File: config.mk
export PLATFORM = sky130hd
export DESIGN_NAME = ccff_chain_loader
export DESIGN_NICKNAME = d
export VERILOG_FILES = /design/src/rtl/ccff_pkg.sv /design/src/rtl/ccff_chain_loader.sv
export SDC_FILE = /design/constraint.sdc
export NUM_CORES = 1
export LEC_CHECK = 0
export ABC_AREA = 1
export CAP_MARGIN = 25
export CORE_MARGIN = 4
export CORE_UTILIZATION = 50
export DETAILED_ROUTE_END_ITERATION = 6
export MAX_ROUTING_LAYER = met4
export PLACE_DENSITY = 0.81
export SLEW_MARGIN = 20
export SYNTH_ARGS = -nofsm -noshare
export SYNTH_HDL_FRONTEND = slang
export SYNTH_SLANG_ARGS = --single-unit
File: constraint.sdc
create_clock -name prog_clk -period 2.4 [get_ports prog_clk]
set_input_delay 0.48 -clock prog_clk [delete_from_list [all_inputs] [get_ports prog_clk]]
set_output_delay 0.48 -clock prog_clk [all_outputs]
set_load 0.01 [all_outputs]
File: src/rtl/ccff_pkg.sv
// Shared types and helpers for the configuration-chain loader.
package ccff_pkg;

   // Loader sequencing states.
   typedef enum logic [1:0] {
      IDLE  = 2'd0,
      LOAD  = 2'd1,
      SHIFT = 2'd2,
      DONE  = 2'd3
   } ccff_ld_state_t;

   // Default host bitstream word width.
   localparam int WORD_W_DEF = 32;

   // Number of host words needed to cover a chain: ceil(chain_len / word_w).
   function automatic int words_per_chain(input int chain_len, input int word_w);
      return (chain_len + word_w - 1) / word_w;
   endfunction

endpackage

File: src/rtl/ccff_chain_loader.sv
// Counted, stallable, abortable loader for the tile array's ccff chain.
// Shifts CHAIN_LEN bits into ccff_head (LSB of each host word first) and
// gathers the bits emerging on ccff_tail into readback words.
//
// Handshake: a host word transfers on every rising edge where
// word_valid && word_ready. word_ready is high exactly while in LOAD and
// does not depend on word_valid. rb_valid is a one-cycle pulse with no
// backpressure; rb_data stays stable until the next pulse.
module ccff_chain_loader
   import ccff_pkg::*;
#(
   parameter int WORD_W    = WORD_W_DEF,
   parameter int CHAIN_LEN = 1024,
   parameter int CNT_W     = $clog2(CHAIN_LEN + 1)
) (
   input  logic              prog_clk,
   input  logic              pReset,
   input  logic              start,
   input  logic              abort,
   input  logic              word_valid,
   input  logic [WORD_W-1:0] word_data,
   output logic              word_ready,
   output logic              ccff_head,
   output logic              ccff_shift_en,
   input  logic              ccff_tail,
   output logic              rb_valid,
   output logic [WORD_W-1:0] rb_data,
   output logic              busy,
   output logic              done,
   output logic [CNT_W-1:0]  bit_count,
   output ccff_ld_state_t    dbg_state
);

   localparam int               IDX_W    = (WORD_W > 1) ? $clog2(WORD_W) : 1;
   localparam logic [IDX_W-1:0] IDX_LAST = IDX_W'(WORD_W - 1);
   localparam logic [CNT_W-1:0] CNT_LAST = CNT_W'(CHAIN_LEN);

   ccff_ld_state_t    r_state;
   logic [WORD_W-1:0] r_shreg;
   logic [WORD_W-1:0] r_acc;
   logic [WORD_W-1:0] r_rb_data;
   logic [IDX_W-1:0]  r_bit_idx;
   logic [CNT_W-1:0]  r_bit_count;
   logic              r_head;
   logic              r_shift_en;
   logic              r_rb_valid;

   logic [WORD_W-1:0] w_acc_next;
   logic [CNT_W-1:0]  w_count_next;
   logic              w_last_bit;
   logic              w_word_end;

   // The bit on the wire this cycle is word bit r_bit_idx; the chain's
   // count after this shift decides whether the load ends here.
   assign w_count_next = r_bit_count + 1'b1;
   assign w_last_bit   = (w_count_next == CNT_LAST);
   assign w_word_end   = (r_bit_idx == IDX_LAST);

   // Readback accumulator with the current tail bit merged at the word-bit index.
   always_comb begin
      w_acc_next            = r_acc;
      w_acc_next[r_bit_idx] = ccff_tail;
   end

   // Load sequencer: state, shift register, counters and readback capture.
   always_ff @(posedge prog_clk) begin
      if (pReset) begin
         r_state     <= IDLE;
         r_shreg     <= '0;
         r_acc       <= '0;
         r_rb_data   <= '0;
         r_bit_idx   <= '0;
         r_bit_count <= '0;
         r_head      <= 1'b0;
         r_shift_en  <= 1'b0;
         r_rb_valid  <= 1'b0;
      end else if (abort) begin
         // Partial readback is dropped; ccff_head keeps its last value.
         r_state    <= IDLE;
         r_shift_en <= 1'b0;
         r_rb_valid <= 1'b0;
         r_acc      <= '0;
      end else begin
         r_rb_valid <= 1'b0;
         case (r_state)
            IDLE, DONE: begin
               if (start) begin
                  r_state     <= LOAD;
                  r_bit_count <= '0;
                  r_acc       <= '0;
               end
            end
            LOAD: begin
               // Present bit 0 straight away so the first shift is the next cycle.
               if (word_valid) begin
                  r_shreg    <= word_data >> 1;
                  r_head     <= word_data[0];
                  r_shift_en <= 1'b1;
                  r_bit_idx  <= '0;
                  r_state    <= SHIFT;
               end
            end
            SHIFT: begin
               r_bit_count <= w_count_next;
               if (w_last_bit || w_word_end) begin
                  // Unused upper bits of a final partial word stay zero.
                  r_rb_valid <= 1'b1;
                  r_rb_data  <= w_acc_next;
                  r_acc      <= '0;
                  r_shift_en <= 1'b0;
                  r_state    <= w_last_bit ? DONE : LOAD;
               end else begin
                  r_acc     <= w_acc_next;
                  r_head    <= r_shreg[0];
                  r_shreg   <= r_shreg >> 1;
                  r_bit_idx <= r_bit_idx + 1'b1;
               end
            end
            default: r_state <= IDLE;
         endcase
      end
   end

   assign word_ready    = (r_state == LOAD);
   assign busy          = (r_state == LOAD) || (r_state == SHIFT);
   assign done          = (r_state == DONE);
   assign ccff_head     = r_head;
   assign ccff_shift_en = r_shift_en;
   assign rb_valid      = r_rb_valid;
   assign rb_data       = r_rb_data;
   assign bit_count     = r_bit_count;
   assign dbg_state     = r_state;

endmodule

logic_types.png
Drawn at 2 px/µm.
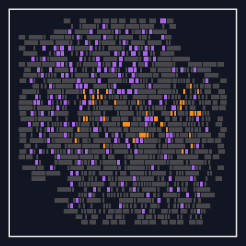
purple -> inverting AOI/OAI gates  # cells 170, most used a21oi_1
orange -> NOR gates  # cells 38, most used nor2_1

clocks.png
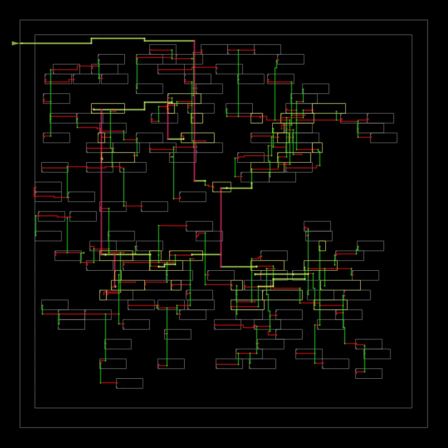
clock buf count: 17
Clk power: 2.44 mW
insertion delay at the late pin of the worst-skew pair: 0.52 ns
final clock skew: 0.01262 ns
total clock buffers created by CTS: 17

power_grid.png
Drawn at 3 px/µm. Pins as bars on the die edge.
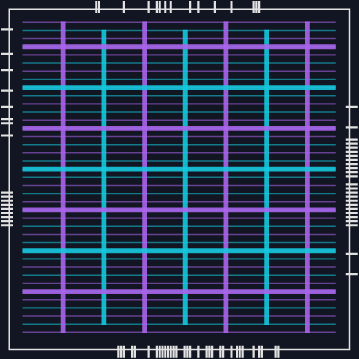
cyan -> VDD
purple -> VSS
met4 straps = 7
met5 straps = 7
rows = 38
met1 rails = 39
signal pins = 89
chip width: 112.9 µm
Std-Cell Core Area: 10790 µm²
height of the die: 112.9 µm
peak supply drop: 0.5001 mV

==> out/summary.rpt <==
========================================================================================
Number of global-route vias before repair                                           5385
Most frequent logic cell in the layout                                           nand2_1
Non-clk bufs                                                                         110
Final critical path time including I/O delays and setup                         2.304 ns
Start point of the worst min-delay path                                           pReset
Clk root buf                                                                    clkbuf_8
Placed Cells                                                                        1026
Area Growth Syn to Fin                                                            29.62%
Top Metal Used                                                                      met4
Antenna Nets Post-Route                                                                0
Top cells by count                                                          nand2_1 (337), a21oi_1 (126), dfxtp_1 (116)
Wire length of the first global-routing pass                                    24530 µm
End of the critical path                                                      word_ready
Slew at the pin closest to its max-slew limit                                  0.5329 ns
Headroom to the max-slew limit                                                    0.6447
Worst hold stages                                                                      2
Reg-to-Reg Start                                                            bit_count[0]
# setup viols final                                                                    0
Top-area cell type share of the netlist area                                      0.4222
Combinational power                                                               267 µW
Netlist cell types                                                                    26
Number of detailed-route iterations in the first pass                                  5
Total standard cell area after synthesis                                        5500 µm²
Met3 track utilization from global routing                                       0.04011
CP Data Required Time                                                            1.92 ns
Most used DFF post-synth                                                         dfxtp_1
Routed length on met1                                                            6470 µm
Number of post-CTS setup repair buffers                                                0
Total power per unit cell area                                              654.2 nW/µm²
Worst hold margin                                                              0.2339 ns
Gates resized, CTS repair                                                              2
Asr flop ratio synth                                                                   0
Share of final layout cell area taken by non-clock buffers                        0.1509
Boundary pin count                                                                    89
Dominant logic cell types in the final layout                               nand2_1 (337), a21oi_1 (125), dfxtp_1 (114)
Cell type of the slowest stage on the worst timing path                     clkdlybuf4s50_1
Internal Power                                                                  3.541 mW
Synthesis warning total                                                                0
Pwr top                                                                            clock
Final #Nets                                                                          955
Area figure in the yosys stat output                                            5500 µm²
Buffer and inverter count on the worst path                                            2
Share of post-route cells with drive strength above 1                            0.07291
Result of the run                                                           finished clean
Area taken by flip-flops and latches                                            2325 µm²
Antenna Diode Count                                                                    0
Total nets after synthesis                                                           875
Unrepaired setup endpoints after global routing                                       no
Max_cap viols                                                                          0
Switching part of the total power                                                 0.2408
Category of cells accounting for the largest share of critical-path delay   buffers and inverters
Seq cells                                                                            116
Die footprint                                                                  12740 µm²
Top area cells in the synthesized netlist                                   dfxtp_1 (42%), nand2_1 (23%), a21oi_1 (11%), nand3_1 (4.8%), inv_1 (2.7%)
Largest fanout on the critical path                                                    5
Maximum achievable frequency                                                   434.0 MHz
WL met2                                                                          7100 µm
Post-synth EDFFs                                                                       0
Highest-utilization routing layer at the global route stage                         met2
Setup slack of the most critical reg-to-reg path                                 0.24 ns
Endpoint kind of the worst setup timing path                                  output pin
Yosys reg bits                                                                       116
Standby leakage power                                                           2.602 nW
Clock Sink Count                                                                     116
Total length of routed wires                                                    14550 µm
Global-route total usage across every layer                                       0.2365
Element type at the critical path start                                        flip-flop
Total power                                                                     4.664 mW
Met3 wire length                                                                  724 µm
Cell-by-cell trace of the critical path                                     inv_1 -> ha_1 -> clkdlybuf4s50_1
Worst stage delay on the critical path                                           0.58 ns
Met2 routing resource usage after global routing                                  0.3863
Path category of the worst min-delay check                                     in -> reg
Fraction of area in clock buffers and inverters                                  0.07950
R2R cell count                                                                        14
Vias                                                                                5698
Hold Buf Count CTS                                                                     0
Final hold vios                                                                        0
Drt wl/cell                                                                     13.73 µm
Syn_area_per_cell                                                              6.659 µm²
Count of warning messages emitted by the tools                                        33
Terminating pin of the worst hold path                                      r_bit_idx[4]
DPL Wire Length                                                                  9313 µm
Share of cell area taken by flip-flops and latches                                0.3261
Post-route standard cell area excluding fillers                                 7129 µm²
Inserted tap cell count                                                              140
Residual overflow from global routing                                                  0
Final-layout setup total negative slack                                             0 ns
Final tally of max-slew violations                                                     0
Instance area at placement                                                      6514 µm²
Maximum number of buffers from clock root to sink                                      2
Worst-path clk slew                                                              0.06 ns
Logic area                                                                      2833 µm²
Proportion of cell area occupied by multi-input gates                             0.3973
Fraction of power consumed by combinational cells                                  0.057
Non-Clock Inverter Count                                                              41
Cell depth of the worst setup path                                                     3
Met1 layer usage reported by global route                                         0.2958
Startpoint of the most critical setup path                                  dbg_state[1]
DRC Markers                                                                            0
Number of logic gates                                                                620
Worst endpoint data arrival time                                                 1.82 ns
Number of instances in the synthesized netlist                                       826
Part of the total power dissipated in the clock network                            0.523
End of the worst register-to-register path                                   rb_data[23]
Site Rows                                                                             38
Total net switching power                                                       1.123 mW
Start-to-end type of the worst setup path                                     reg -> out
Number of cells in the finished layout apart from fillers                           1059
Sequential power                                                                 1.96 mW
GPL Wtd Cong                                                                      0.8699
Filler Cells Inserted                                                                918
Part of the Yosys area used for sequential elements                               0.4222
Drt first-iter violations                                                            510
Pre-placement core utilization                                                    0.5096
Sequential power share                                                             0.420
Cell with the most instances after synthesis                                     nand2_1
Synth area leader                                                                dfxtp_1
Cell group occupying the most layout area                                    logic gates
Final clock period utilization by the worst path                                  0.9602
Count of buffers from port buffering                                                  88
Number of levels the H-tree was split into                                             4
CTS tree                                                                           built
Initial antenna violation count                                                        0
Pin count of the biggest net entering global routing                                  51
Routed via count divided by cell count                                             5.381
========================================================================================
state kept, by name, summed over array words and instances, names as in the netlist:
register       cells
ccff_head          1
bit_count         11
rb_data           32
ccff_shift_en      1
dbg_state          2
r_bit_idx          5
rb_valid           1
r_shreg           31
r_acc             32
per-stage QoR:
step | setup slack [ns] | util
after floorplan | 0.3257 | -
after global placement | 0.2581 | 0.6035
after detailed placement | 0.1678 | 0.6035
after CTS | 0.1048 | 0.6560
after global routing | 0.0005569 | 0.6606
final | 0.09561 | 0.6606
logic make-up after synthesis:
logic type,count (synthesis),synth area share
xor+xnor,1,0.001593
compound gates,170,0.1613
buf+inv,90,0.06892
fa+ha+maj,11,0.02502
flops,116,0.4222
simple gates,438,0.3210
Power figures rest on the tool's default switching activity, not on a simulated workload.
